===== src/rtl/vga_text_scheduler.sv =====
// rtl/vga_text_scheduler.sv - font-ROM scheduler and text-on pipeline for the clock overlay labels
// Shadowed label glyph/blink registers commit at vblank entry; two-stage pixel pipeline.
module vga_text_scheduler #(
  parameter int CHAR_W  = 6,
  parameter int VB_LINE = 480
) (
  input  logic                clk,
  input  logic                rst,
  input  logic                video_on,
  input  logic [9:0]          pixel_x,
  input  logic [9:0]          pixel_y,
  input  logic                cfg_we,
  input  logic [2:0]          cfg_slot,
  input  logic [CHAR_W-1:0]   cfg_char,
  input  logic                cfg_blink,
  output logic [CHAR_W+3:0]   rom_addr,
  input  logic [7:0]          rom_data,
  output logic                text_on,
  output logic [2:0]          text_slot,
  output logic                video_on_d,
  output logic [4:0]          frame_cnt
);

  localparam logic [2:0] NO_SLOT = 3'd7;
  localparam logic [9:0] VB_Y    = VB_LINE[9:0];

  logic [CHAR_W-1:0] shadow_char [6];
  logic [CHAR_W-1:0] active_char [6];
  logic [CHAR_W-1:0] shadow_char_nxt [6];
  logic [5:0]        shadow_blink, active_blink, shadow_blink_nxt;

  logic       prev_vb, vb, frame_tick;
  logic [2:0] hit_slot, sel;
  logic [2:0] slot_s1, bit_s1;
  logic       video_on_s1, blank_s1;

  function automatic logic in_cell(input logic [9:0] x, input logic [9:0] y,
                                   input logic [9:0] x0, input logic [9:0] y0);
    return (x >= x0) && (x <= x0 + 10'd15) && (y >= y0) && (y <= y0 + 10'd31);
  endfunction

  function automatic logic [CHAR_W-1:0] default_char(input int i);
    case (i)
      0:       return CHAR_W'(1);
      1, 2:    return CHAR_W'(2);
      3:       return CHAR_W'(3);
      4:       return CHAR_W'(4);
      default: return CHAR_W'(5);
    endcase
  endfunction

  // Priority chain gives the lowest slot precedence should cells ever overlap.
  always_comb begin
    hit_slot = NO_SLOT;
    if (video_on) begin
      if      (in_cell(pixel_x, pixel_y, 10'd96,  10'd64))  hit_slot = 3'd0;
      else if (in_cell(pixel_x, pixel_y, 10'd128, 10'd64))  hit_slot = 3'd1;
      else if (in_cell(pixel_x, pixel_y, 10'd64,  10'd224)) hit_slot = 3'd2;
      else if (in_cell(pixel_x, pixel_y, 10'd96,  10'd224)) hit_slot = 3'd3;
      else if (in_cell(pixel_x, pixel_y, 10'd96,  10'd384)) hit_slot = 3'd4;
      else if (in_cell(pixel_x, pixel_y, 10'd128, 10'd384)) hit_slot = 3'd5;
    end
  end

  assign sel        = (hit_slot == NO_SLOT) ? 3'd0 : hit_slot;
  assign vb         = (pixel_y >= VB_Y);
  assign frame_tick = vb & ~prev_vb;

  // Next shadow state also feeds the active copy, so a write on the tick cycle commits at once.
  always_comb begin
    shadow_char_nxt  = shadow_char;
    shadow_blink_nxt = shadow_blink;
    if (cfg_we && (cfg_slot < 3'd6)) begin
      shadow_char_nxt[cfg_slot]  = cfg_char;
      shadow_blink_nxt[cfg_slot] = cfg_blink;
    end
  end

  always_ff @(posedge clk) begin
    if (rst) begin
      for (int i = 0; i < 6; i++) begin
        shadow_char[i] <= default_char(i);
        active_char[i] <= default_char(i);
      end
      shadow_blink <= '0;
      active_blink <= '0;
      prev_vb      <= 1'b1;
      frame_cnt    <= '0;
      rom_addr     <= '0;
      slot_s1      <= NO_SLOT;
      bit_s1       <= '0;
      video_on_s1  <= 1'b0;
      blank_s1     <= 1'b0;
      text_on      <= 1'b0;
      text_slot    <= NO_SLOT;
      video_on_d   <= 1'b0;
    end else begin
      shadow_char  <= shadow_char_nxt;
      shadow_blink <= shadow_blink_nxt;
      prev_vb      <= vb;
      if (frame_tick) begin
        active_char  <= shadow_char_nxt;
        active_blink <= shadow_blink_nxt;
        frame_cnt    <= frame_cnt + 5'd1;
      end

      rom_addr    <= (hit_slot == NO_SLOT) ? '0 : {active_char[sel], pixel_y[4:1]};
      slot_s1     <= hit_slot;
      bit_s1      <= pixel_x[3:1];
      video_on_s1 <= video_on;
      blank_s1    <= active_blink[sel] & frame_cnt[4];

      text_on    <= (slot_s1 != NO_SLOT) & rom_data[3'd7 - bit_s1] & ~blank_s1;
      text_slot  <= slot_s1;
      video_on_d <= video_on_s1;
    end
  end

endmodule


===== config.mk =====
export PLATFORM = sky130hd
export DESIGN_NAME = vga_text_scheduler
export DESIGN_NICKNAME = d
export VERILOG_FILES = /design/src/rtl/vga_text_scheduler.sv
export SDC_FILE = /design/constraint.sdc
export NUM_CORES = 1
export LEC_CHECK = 0
export CELL_PAD_IN_SITES_DETAIL_PLACEMENT = 0
export CELL_PAD_IN_SITES_GLOBAL_PLACEMENT = 1
export CORE_MARGIN = 4
export CORE_UTILIZATION = 38
export DETAILED_ROUTE_END_ITERATION = 10
export GPL_TIMING_DRIVEN = 1
export PLACE_DENSITY_LB_ADDON = 0.1
export SYNTH_ARGS = -nofsm -noshare
export SYNTH_HDL_FRONTEND = slang
export SYNTH_SLANG_ARGS = --single-unit

===== constraint.sdc =====
create_clock -name clk -period 2.15 [get_ports clk]
set_clock_uncertainty 0.15 [all_clocks]
set_input_delay 0.215 -clock clk [delete_from_list [all_inputs] [get_ports clk]]
set_output_delay 0.215 -clock clk [all_outputs]
set_load 0.02 [all_outputs]

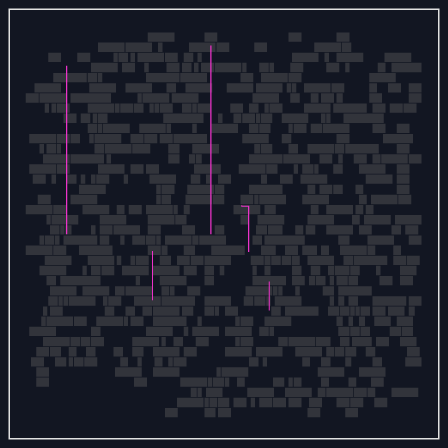
Fig. 1. The metal 4 layer.
share of all routed wire = 1.2%
main direction = vertical
DR vias: 3,337
final WL: 10,700 um

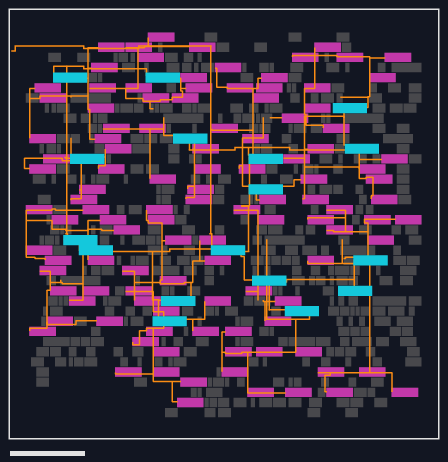
Fig. 2. Clock distribution.
Scale bar: 20 um.
orange -> clock wires  # length 1,540 um
cyan -> clock-net drivers  # count 17
magenta -> flip-flops  # count 113
flops lie = widely spread
routed clock nets = 18
clock network power: 0.00304 W
clock network fraction of total power: 54.4%
Clock Latency Late Sink: 0.41 ns

==> impl_metrics.env <==
# physical design summary
export IMPL_crit_buf_inv=1
export IMPL_num_rows=38
export IMPL_hold_viol_final=0
export IMPL_outcome="complete, no violations"
export IMPL_grt_pass1_wl_um=17400
export IMPL_ys_ff=113
export IMPL_via_per_inst=5.01
export IMPL_wl_per_cell_um=16.0
export IMPL_grt_max_degree=66
export IMPL_internal_power_w=0.00439
export IMPL_clock_sinks=113
export IMPL_gr_usage_all_layers_pct=17.4
export IMPL_critPathCaptureType="register"
export IMPL_fin_util_pct=54.7
export IMPL_syn_area_mm2=0.00433
export IMPL_start_kind="input pin"
export IMPL_ir_worst_vdd_v=0.000816
export IMPL_whs_path_depth=2
export IMPL_ys_cells=427
export IMPL_drive_gt1_share_pct=17.1
export IMPL_num_antenna_cells=0
export IMPL_syn_nets=470
export IMPL_p_leak_nw=2.31
export IMPL_area_leaders="dfxtp_1 (52%), mux2i_1 (14%), nor2_1 (7.4%)"
export IMPL_finalMaxSlewViolations=0
export IMPL_h_tree_depth=4
export IMPL_synth_cell_types=42
export IMPL_cts_buffer_depth=2
export IMPL_synth_seq_area_share_pct=52.3
export IMPL_overflow=0
export IMPL_top_cell_area_share_pct=52.3
export IMPL_fp_dieW_um=115
export IMPL_cp_depth=7
export IMPL_setup_violations=0
export IMPL_worstSetupPathType="input pin to register"
export IMPL_power_w=0.00559
export IMPL_path_clk_slew_ns=0.06
export IMPL_required_ns=2.34
export IMPL_fin_crit_sh_pct=95.6
export IMPL_grt_pass1_vias=3374
export IMPL_root_buffer="clkbuf_16"
export IMPL_dp_cells=628
export IMPL_instances_no_fill=666
export IMPL_crit_slowest_cell="or4_4"
export IMPL_drcViolationCount=0
export IMPL_tightest_slew_ns=0.477
export IMPL_syn2layout_area_growth_pct=38.9
export IMPL_crit_arrival_ns=2.25
export IMPL_yosys_warnings=0
export IMPL_lay_top_count="dfxtp_1"
export IMPL_cp_top_family="simple AND/OR/NAND/NOR gates"
export IMPL_cts_buffers=17
export IMPL_die_area_mm2=0.0132
export IMPL_post_synth_cell_area_avg_um2=10.1
export IMPL_yosysTopAreaCell="dfxtp_1"
export IMPL_worst_hold_slack_ns=0.0880
export IMPL_layout_top_cells="dfxtp_1 (113), nor2_1 (84), mux2i_1 (61), clkdlybuf4s50_1 (53), a211oi_1 (35)"
export IMPL_cts_tree="yes"
export IMPL_ant_nets=0
export IMPL_fmax_mhz=487
export IMPL_yosys_area_mm2=0.00433
export IMPL_globalplace_congestion=0.758
export IMPL_dpl_hpwl_um=7140
export IMPL_finalSetupTns_ns=0
export IMPL_nets=556
export IMPL_postCtsHoldBufs=0
[power by group through the flow]
| stage | clock network, W | registers, W | logic (W) |
|---|---|---|---|
| 6_report | 0.00304 | 0.00220 | 0.000355 |
| 3_5_place_dp | 0 | 0.00224 | 0.000352 |
| 5_1_grt | 0.00319 | 0.00220 | 0.000394 |
| 4_1_cts | 0.00310 | 0.00220 | 0.000359 |
| 2_1_floorplan | 0 | 0.00223 | 0.000181 |
| 3_3_place_gp | 0 | 0.00224 | 0.000346 |
[worst reg2reg max path, stage by stage (launching register included)]
cell     delay (ns)
dfxtp_1        0.33
or2_2          0.48
a211o_1        0.36
[registers in the layout, indices dropped and copies added, names as in the netlist]
signal        cells
active_blink      6
active_char      36
bit_s1            3
blank_s1          1
frame_cnt         5
prev_vb           1
rom_addr         10
shadow_blink      6
shadow_char      36
slot_s1           3
text_on           1
text_slot         3
video_on_d        1
video_on_s1       1
[routing by layer]
metal / up-vias / global-route usage (%) / wire (um)
li1: 1681 / - / -
met1: 1574 / 22.7 / 5160
met2: 71 / 27.2 / 4820
met3: 11 / 5.39 / 558
met4: 0 / 6.10 / 129
met5: - / 0 / 0
[synthesized netlist by cell type (2+ instances only)]
master	count
nand2_1	8
clkbuf_1	22
nor2b_1	5
nor4bb_1	2
or2_2	6
xor2_1	3
o22a_1	6
nor2_1	85
nor3_2	2
a21oi_1	5
buf_1	2
a211oi_1	35
nand4b_1	2
and3_1	2
a211o_1	8
o21ai_0	2
nor3b_1	5
and2_1	4
mux4_2	2
and3b_1	3
nand4_1	2
o21ai_1	7
dfxtp_1	113
nand2b_1	13
mux2i_1	62
buf_2	5
[layout make-up]
class / instances / area [um^2]
Fill cell: 1010 / 4970
Clock buffer: 18 / 429
Multi-Input combinational cell: 284 / 2000
Timing Repair Buffer: 96 / 926
Sequential cell: 113 / 2260
Clock inverter: 14 / 214
Inverter: 1 / 3.75
Tap cell: 140 / 175
[path summary, 6_finish.rpt]
path	startpoint	endpoint	slack, ns
setup / recovery	pixel_x[4]	rom_addr[8]	0.1
hold / removal	rst	frame_cnt[2]	0.09
setup reg to reg	prev_vb	active_char[13]	0.71
hold reg to reg	blank_s1	text_on	0.27
[logic make-up (layout without fill, tap and decap cells)]
kind of cell / after synthesis / in the layout / synth area share (%)
and+or+nand+nor: 148 / 148 / 17.1
DFF: 113 / 113 / 52.3
AOI/OAI and AO/OA: 67 / 67 / 11.3
muxes: 64 / 64 / 15.4
buffers and inverters: 30 / 129 / 2.75
xor gates and xnor gates: 4 / 4 / 0.810
adders and majority gates: 1 / 1 / 0.289
[through the flow]
step                instance area, um^2  worst slack, ns
CTS                                5930          0.00621
finish                             6010           0.0955
global route                       6010          0.00901
global placement                   5250           -0.545
detailed placement                 5250           -0.566
floorplan                          4330          0.00610
[what timing repair did]
action,CTS,global route
resized,7,9
cloned,0,0
setup endpoints to repair,7,7
pin swaps,2,5
buffers inserted,1,5
No activity file was given, so power comes from the tool's default toggle rates.
